## src/rtl/carry_bypass_mp_sequencer.sv

```systemverilog
// Multi-precision add/subtract sequencer driving an external WIDTH-bit adder one limb per cycle.
// Optional zero flag enabled by defining CBA_SEQ_ZERO_FLAG_EN; otherwise res_zero is tied 0.
module carry_bypass_mp_sequencer #(
    parameter int WIDTH = 16,
    parameter int LIMBS = 4
) (
    input  logic             clk,
    input  logic             rst,
    input  logic             start_valid,
    output logic             start_ready,
    input  logic             op_sub,
    input  logic             in_valid,
    output logic             in_ready,
    input  logic [WIDTH-1:0] a_in,
    input  logic [WIDTH-1:0] b_in,
    output logic [WIDTH-1:0] add_a,
    output logic [WIDTH-1:0] add_b,
    output logic             add_cin,
    input  logic [WIDTH-1:0] add_sum,
    input  logic             add_cout,
    output logic             res_valid,
    input  logic             res_ready,
    output logic [WIDTH-1:0] res_sum,
    output logic             res_last,
    output logic             res_cout,
    output logic             res_ovf,
    output logic             res_zero
);
    localparam int CNT_W = $clog2(LIMBS) + 1;
    localparam int MSB   = WIDTH - 1;

    typedef enum logic [1:0] {
        IDLE  = 2'd0,
        RUN   = 2'd1,
        DRAIN = 2'd2
    } state_t;

    state_t           state_r;
    state_t           state_next_s;
    logic             carry_q;
    logic             sub_q;
    logic [CNT_W-1:0] cnt;
    logic             start_hs_s;
    logic             in_hs_s;
    logic             res_accept_s;
    logic             last_limb_s;

    // Subtraction feeds the inverted B operand; the +1 comes from carry_q preset on start
    assign add_a   = a_in;
    assign add_b   = b_in ^ {WIDTH{sub_q}};
    assign add_cin = carry_q;

    // Ready signals depend only on state and output-register occupancy
    always_comb begin
        start_ready = 1'b0;
        in_ready    = 1'b0;
        case (state_r)
            IDLE:    start_ready = ~rst;
            RUN:     in_ready    = ~res_valid | res_ready;
            DRAIN:   in_ready    = 1'b0;
            default: begin
                start_ready = 1'b0;
                in_ready    = 1'b0;
            end
        endcase
    end

    assign start_hs_s   = start_valid & start_ready;
    assign in_hs_s      = in_valid & in_ready;
    assign res_accept_s = res_valid & res_ready;
    assign last_limb_s  = (cnt == CNT_W'(LIMBS - 1));

    // Next-state logic
    always_comb begin
        state_next_s = state_r;
        case (state_r)
            IDLE: begin
                if (start_hs_s) state_next_s = RUN;
                else            state_next_s = IDLE;
            end
            RUN: begin
                if (in_hs_s && last_limb_s) state_next_s = DRAIN;
                else                        state_next_s = RUN;
            end
            DRAIN: begin
                if (res_accept_s) state_next_s = IDLE;
                else              state_next_s = DRAIN;
            end
            default: state_next_s = IDLE;
        endcase
    end

    // State, carry chain, result register and end-of-operation flags
    always_ff @(posedge clk) begin
        if (rst) begin
            state_r   <= IDLE;
            carry_q   <= 1'b0;
            sub_q     <= 1'b0;
            cnt       <= '0;
            res_valid <= 1'b0;
            res_sum   <= '0;
            res_last  <= 1'b0;
            res_cout  <= 1'b0;
            res_ovf   <= 1'b0;
        end else begin
            state_r <= state_next_s;
            case (state_r)
                IDLE: begin
                    if (start_hs_s) begin
                        sub_q    <= op_sub;
                        carry_q  <= op_sub;
                        cnt      <= '0;
                        res_cout <= 1'b0;
                        res_ovf  <= 1'b0;
                    end
                end
                RUN: begin
                    if (in_hs_s) begin
                        res_sum   <= add_sum;
                        res_valid <= 1'b1;
                        carry_q   <= add_cout;
                        cnt       <= cnt + CNT_W'(1);
                        res_last  <= last_limb_s;
                        if (last_limb_s) begin
                            res_cout <= add_cout;
                            res_ovf  <= (a_in[MSB] == add_b[MSB]) && (add_sum[MSB] != a_in[MSB]);
                        end
                    end else if (res_accept_s) begin
                        res_valid <= 1'b0;
                    end
                end
                DRAIN: begin
                    if (res_accept_s) begin
                        res_valid <= 1'b0;
                        res_last  <= 1'b0;
                    end
                end
                default: begin
                    res_valid <= 1'b0;
                    res_last  <= 1'b0;
                end
            endcase
        end
    end

`ifdef CBA_SEQ_ZERO_FLAG_EN
    logic zero_acc_r;  // set once any result limb of the current operation is nonzero

    // Zero accumulator; res_zero is published together with the last limb
    always_ff @(posedge clk) begin
        if (rst) begin
            zero_acc_r <= 1'b0;
            res_zero   <= 1'b0;
        end else if (start_hs_s) begin
            zero_acc_r <= 1'b0;
            res_zero   <= 1'b0;
        end else if (in_hs_s) begin
            zero_acc_r <= zero_acc_r | (|add_sum);
            if (last_limb_s) res_zero <= ~(zero_acc_r | (|add_sum));
        end
    end
`else
    assign res_zero = 1'b0;
`endif

endmodule

```

## config.mk

```make
export PLATFORM = sky130hd
export DESIGN_NAME = carry_bypass_mp_sequencer
export DESIGN_NICKNAME = d
export VERILOG_FILES = /design/src/rtl/carry_bypass_mp_sequencer.sv
export SDC_FILE = /design/constraint.sdc
export NUM_CORES = 1
export LEC_CHECK = 0
export ABC_AREA = 1
export CORE_MARGIN = 10
export CORE_UTILIZATION = 38
export DETAILED_ROUTE_END_ITERATION = 7
export PLACE_DENSITY = 0.94
export SLEW_MARGIN = 20
export SYNTH_ARGS = -nofsm -noshare
export SYNTH_HDL_FRONTEND = slang
export SYNTH_SLANG_ARGS = --single-unit
```

## constraint.sdc

```tcl
create_clock -name clk -period 2.8 [get_ports clk]
set_clock_uncertainty 0.2 [all_clocks]
set_input_delay 0.28 -clock clk [delete_from_list [all_inputs] [get_ports clk]]
set_output_delay 0.28 -clock clk [all_outputs]
set_load 0.01 [all_outputs]
```

Fig. 1: run 1, metal layers overlaid
Scale: 6 px per um. Two of the layers only.
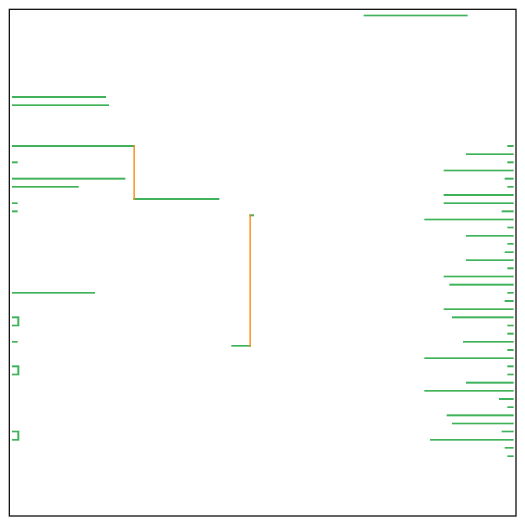
Key: metal 3 = green [wire length 357 um]; metal 4 = orange [wire length 30.6 um]
total vias in the final route: 1448
average wire per standard cell: 13.9 um
overall routed net length: 4340 um
gr usage total: 0.118

Fig. 2: run 1, congestion heat map
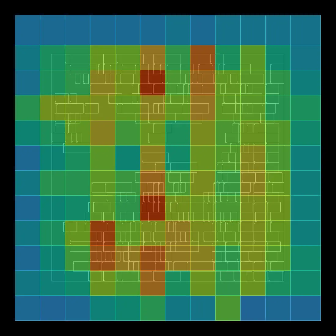
Util after Layout: 0.574
Most Crowded Layer GR: met2
met3 Usage GRT: 0.0396
met2 Use GR: 0.216

Fig. 3: run 1, the metal 1 layer
Scale: 6 px per um. Supply wires on this layer in grey. Cells faint in the background.
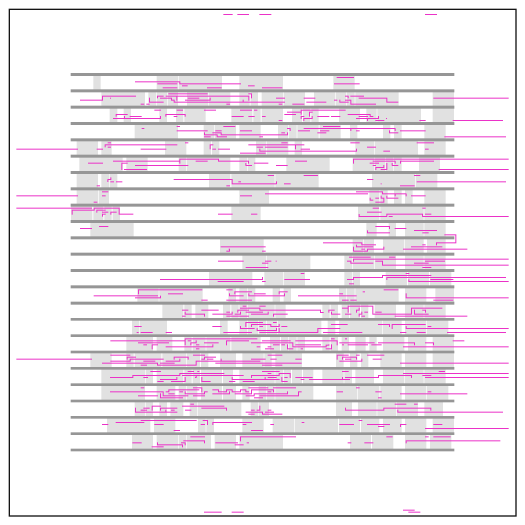
The layer carries 1770 um of wire. The longest straight run is 25.8 um. The wires run mostly horizontal. 286 nets have wire on it. The layer holds 41% of the routed length.
GR Layer Usage met1: 0.130

==> flow_summary_export.csv, run 1 <==
group,metric,value,unit
cts,cts_tree,"yes",
sta,report.final.slew_viol_count,0,
placed_design,dp_hpwl,3610,um
logic_synthesis,yosys_warnings,0,
floorplanning,die-area,7090,um2
global_routing,grt_pass1_wl,7130,um
logic_synthesis,edf_count,0,
logic_synthesis,ys_ff,27,
sta,min_period,2.30,ns
logic_synthesis,common_cells,"nor2_1, dfxtp_1, nand2_1",
setup_path,cp.required,2.32,ns
routing,drc,0,
logic_synthesis,fp_nets,263,
logic_synthesis,ys_cells,202,
setup_path,critPathKind,"reg2out",
global_routing,grt_max_degree,26,
cts,clock_path_buffers,2,
setup_path,cpMostUsedCell,"inv_1",
sta,fin_setup_tns,0,ns
cts,cts_resized,0,
sta,hold_viol,0,
setup_path,cp.arrival,1.82,ns
floorplanning,io-pin-count,111,
cts,postCtsHoldBufs,0,
sta,fmax,435,MHz
floorplanning,die_width,84.2,um
job,tool_warnings,29,
routing,drt_iter0_markers,42,
routing,vias_per_cell,4.63,
setup_path,slowest_stage,"clkdlybuf4s50_1",
logic_synthesis,ys_types,28,
setup_path,critical_path_buf_inv_count,3,
layout,layout.nets,325,
setup_path,max_stage_delay,0.56,ns
logic_synthesis,xor_area_frac,0.0839,
placed_design,routabilityCongestion,0.792,
routing,ant_nets,0,
power_and_ir_drop,ir_drop,0.183,mV
logic_synthesis,synth_area,1570,um2
logic_synthesis,ys_sh_mux,0,
logic_synthesis,adder_share,0.0479,
setup_path,path_depth,5,
cts,clock-sinks,27,
logic_synthesis,yosys.area_share.aoi,0.103,
layout,lay_top_count,"clkdlybuf4s50_1",
setup_path,cp_top_family,"buffers and inverters",
logic_synthesis,yosys.stat.seqShare,0.345,
routing,drt_first_pass_iters,4,
setup_path,cp-end-kind,"output port",
power_and_ir_drop,power_density,415,nW/um2
sta,period_used_share,0.821,
status,status,"complete, no violations",
layout,syn_to_final_growth,46.5,%
cts,path_clk_slew,0.10,ns
logic_synthesis,synth_top_cell_by_count,"nor2_1",
logic_synthesis,ys.flop_type,"dfxtp_1",
floorplanning,row_count,23,
logic_synthesis,synthCells,202,
placed_design,portBuffers,79,
power_and_ir_drop,leakage,0.979,nW
sta,hold_slack,0.289,ns
logic_synthesis,top_logic_kind,"simple AND/OR/NAND/NOR gates",
setup_path,worst_setup_path_start_kind,"flip-flop",
setup_path,critPathMaxFanout,4,
floorplanning,fp.dieH,84.2,um
setup_path,cp_cell_sequence,"inv_1 > ha_1 > inv_1 > nor2_1 > clkdlybuf4s50_1",
logic_synthesis,simple_gate_share,0.251,
layout,lay_top_cells,"clkdlybuf4s50_1, nor2_1, dfxtp_1",
cts,post_cts_buffers,0,
min_path,hold_class,"reg2reg",
logic_synthesis,netlist_top_cells_area,"dfxtp_1, nor2_1, buf_4",
layout,drive_gt1_frac,0.0798,
cts,htree_levels,1,
min_path,hold_depth,2,
logic_synthesis,synth_area_leader_cell,"dfxtp_1",
floorplanning,core_util_floorplan,0.392,
sta,rsz0062_at_grt,"false",
layout,diodes,0,
sta,setup_violations,0,
cts,clk_root_buffer_cell,"clkbuf_8",
setup_path,rr_worst_depth,12,
## run 1: cell type report
class / instances / area (um2)
inverters: 16 / 72.6
fillers: 355 / 1710
repair buffers: 81 / 806
clock inverters: 1 / 7.51
well taps: 50 / 62.6
clock buffers: 3 / 41.3
multi-input cells: 135 / 764
flip-flops and latches: 27 / 541
## run 1: power by group
group          switching, mW  leakage [nW]  total (mW)  internal [mW]
combinational          0.132         0.737       0.301          0.170
clock                  0.132        0.0217       0.233          0.101
sequential            0.0113         0.220       0.418          0.406
total                  0.275         0.979       0.952          0.677
## run 1: stage by stage
stage                     power (mW)  instance area [um2]  setup WS [ns]  std cells   util
final                          0.952                 2290          0.502        313  0.574
after detailed placement       0.732                 2250          0.666        309  0.561
after global placement         0.725                 2250          0.742        309  0.561
after CTS                      0.965                 2290          0.501        313  0.574
after global routing            1.01                 2290          0.423        313  0.574
after floorplan                0.587                 1570           1.29        202      -
## run 1: final timing paths
kind / start / endpoint / slack (ns)
min: res_sum[3] / res_sum[3] / 0.29
max: state_r[0] / start_ready / 0.50
max reg2reg: state_r[1] / cnt[1] / 1.08
min reg2reg: res_sum[3] / res_sum[3] / 0.29
## run 1: registers in the layout (all words and copies together), names as in the netlist
register   count
res_ovf        1
res_sum       16
res_last       1
res_cout       1
add_cin        1
cnt            3
sub_q          1
res_valid      1
state_r        2
## run 1: per-layer routing
layer  vias to the layer above  part of all wire
met3                         4             0.082
met5                         -                 0
li1                        738                 -
met2                        53              0.50
met1                       653              0.41
met4                         0            0.0069
## run 1: worst min-delay path, cell delays in order (launching register included)
cell and delay [ns]:
dfxtp_1 0.34, nor2_1 0.05, nor2_1 0.08
Fig. 4: run 1, metal 3
Scale: 4 px per um. Cells faint in the background.
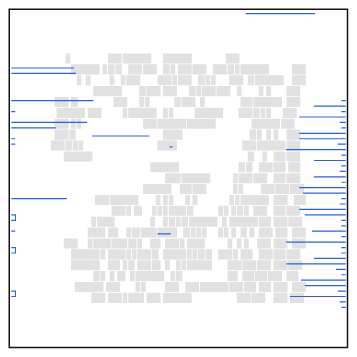

==> inputs of run 2 (changes only) <==
--- a/config.mk
+++ b/config.mk
@@ -7,9 +7,9 @@
 export LEC_CHECK = 0
 export ABC_AREA = 1
 export CORE_MARGIN = 10
-export CORE_UTILIZATION = 38
+export CORE_UTILIZATION = 31
 export DETAILED_ROUTE_END_ITERATION = 7
-export PLACE_DENSITY = 0.94
+export PLACE_DENSITY = 0.83
 export SLEW_MARGIN = 20
 export SYNTH_ARGS = -nofsm -noshare
 export SYNTH_HDL_FRONTEND = slang
==> constraint.sdc (replaced) <==
create_clock -name clk -period 2.1 [get_ports clk]
set_clock_uncertainty 0.2 [all_clocks]
set_input_delay 0.21 -clock clk [delete_from_list [all_inputs] [get_ports clk]]
set_output_delay 0.21 -clock clk [all_outputs]
set_load 0.01 [all_outputs]
Fig. 5: run 2, metal 3
Scale: 4 px per um. Cells faint in the background.
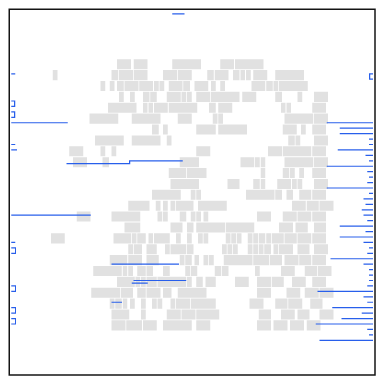
The layer carries 303 um of wire. The layer holds 6.7% of the routed length. The wires run mostly horizontal. The longest straight run is 19.6 um.
met3 Usage GRT: 0.0296
overall routed net length: 4550 um
total vias in the final route: 1420

==> flow_summary_export.csv, run 2 <==
group,metric,value,unit
setup_path,slowest_stage,"clkdlybuf4s50_1",
logic_synthesis,top_logic_kind,"simple AND/OR/NAND/NOR gates",
logic_synthesis,yosys.area_share.aoi,0.103,
logic_synthesis,ys_cells,202,
sta,rsz0062_at_grt,"false",
cts,clock-sinks,27,
floorplanning,die_width,91.1,um
global_routing,gr-usage-all-layers,0.104,
layout,fin_cells,332,
layout,drive_gt1_frac,0.0906,
setup_path,max_stage_delay,0.56,ns
logic_synthesis,synth_area,1570,um2
setup_path,worst_setup_path_start_kind,"flip-flop",
logic_synthesis,xor_area_frac,0.0839,
status,status,"complete, no violations",
logic_synthesis,fp_nets,263,
setup_path,cp-end-kind,"output port",
routing,wl_per_cell,13.7,um
setup_path,cp_cell_sequence,"buf_6 > xor2_1 > clkdlybuf4s50_1",
layout,fin_area,2340,um2
power_and_ir_drop,p_seq_frac,0.442,
power_and_ir_drop,swShare,0.284,
floorplanning,fp.dieH,91.1,um
layout,top_regs,"res_sum x16, cnt x3, state_r x2",
routing,vias_per_cell,4.28,
cts,cts_tree,"yes",
logic_synthesis,netlist_top_cells_area,"dfxtp_1, nor2_1, buf_4",
layout,syn_to_final_growth,49.1,%
floorplanning,row_count,25,
min_path,hold_class,"in2out",
logic_synthesis,synth_area_leader_cell,"dfxtp_1",
logic_synthesis,simple_gate_share,0.251,
power_and_ir_drop,combPwrFrac,0.324,
placed_design,post-place-ws,0.125,ns
sta,setup_violations,0,
power_and_ir_drop,p_int,0.904,mW
floorplanning,die-area,8300,um2
layout,lay_top_cells,"clkdlybuf4s50_1, nor2_1, dfxtp_1",
logic_synthesis,ys_types,28,
sta,fin_setup_tns,0,ns
routing,drc,0,
setup_path,cp.required,1.69,ns
placed_design,portBuffers,79,
cts,clk_root_buffer_cell,"clkbuf_8",
logic_synthesis,ys.flop_type,"dfxtp_1",
logic_synthesis,yosys_warnings,0,
floorplanning,io-pin-count,111,
logic_synthesis,ys_sh_mux,0,
floorplanning,core_util_floorplan,0.325,
global_routing,grt_pass1_wl,7230,um
layout,top_register,"res_sum",
logic_synthesis,yosys.stat.seqShare,0.345,
placed_design,dp_cells,328,
layout,fill_cells,481,
logic_synthesis,adder_share,0.0479,
power_and_ir_drop,switching_power,0.358,mW
routing,drt_first_pass_iters,4,
sta,min_period,1.96,ns
cts,path_clk_slew,0.10,ns
cts,clock_path_buffers,2,
cts,htree_levels,1,
power_and_ir_drop,leakage,1.01,nW
sta,finalWorstSetupSlack,0.138,ns
layout,largest_reg_flops,16,
sta,report.final.slew_viol_count,0,
layout,lay_top_count,"clkdlybuf4s50_1",
setup_path,critPathMaxFanout,18,
layout,diodes,0,
cts,post_cts_buffers,0,
power_and_ir_drop,ir_drop,0.277,mV
logic_synthesis,common_cells,"nor2_1, dfxtp_1, nand2_1",
placed_design,routabilityCongestion,0.775,
sta,fmax,510,MHz
global_routing,grt_max_degree,25,
Fig. 6: run 2, congestion heat map
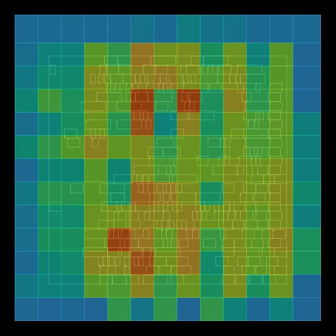
met2 Use GR: 0.187
GR Layer Usage met1: 0.121

run 2: worst paths after layout:
check                end   startpoint  slack (ns)  cells after the start
max             add_b[5]        sub_q        0.14                      3
min            add_a[14]     a_in[14]        0.22                      0
max reg2reg      add_cin   state_r[0]        0.38                      7
min reg2reg  res_sum[11]  res_sum[11]        0.29                      2
run 2: per-stage QoR:
stage	util	hold slack, ns
5_1_grt	0.485	0.220
3_5_place_dp	0.474	0.220
2_1_floorplan	-	0.121
3_3_place_gp	0.474	0.220
6_report	0.485	0.220
4_1_cts	0.484	0.220
run 2: power groups by stage:
| stage | Clock, mW | Sequential (mW) | Combinational, mW |
|---|---|---|---|
| after global routing | 0.325 | 0.562 | 0.448 |
| final | 0.295 | 0.558 | 0.409 |
| after global placement | 0 | 0.568 | 0.406 |
| after floorplan | 0 | 0.578 | 0.204 |
| after CTS | 0.305 | 0.558 | 0.415 |
| after detailed placement | 0 | 0.569 | 0.414 |
run 2: critical path: cells and delay by family (launching register included):
family	cells	cell delay, ns
buffers and inverters	2	0.76
xor gates and xnor gates	1	0.18
DFF	1	0.33
run 2: cell type report:
cell class | instances | area, um2 | area share
clock buffers | 3 | 41.3 | 0.0177
repair buffers | 83 | 826 | 0.354
inverters | 16 | 72.6 | 0.0311
well taps | 67 | 83.8 | 0.0359
clock inverters | 1 | 5.00 | 0.00214
flip-flops and latches | 27 | 541 | 0.231
multi-input cells | 135 | 767 | 0.328
run 2: repair_timing:
| item | in CTS | in global routing |
|---|---|---|
| setup endpoints to repair | 1 | 2 |
| hold buffers | 0 | 0 |
| gates resized | 2 | 2 |
run 2: layer usage:
layer,up-vias,part of all wire,global-route usage
met5,-,0,0
met1,624,0.43,0.121
met3,2,0.067,0.0296
met2,57,0.50,0.187
li1,737,-,-
met4,0,0.0022,0.0131
Power is estimated from default activity; no workload was simulated.
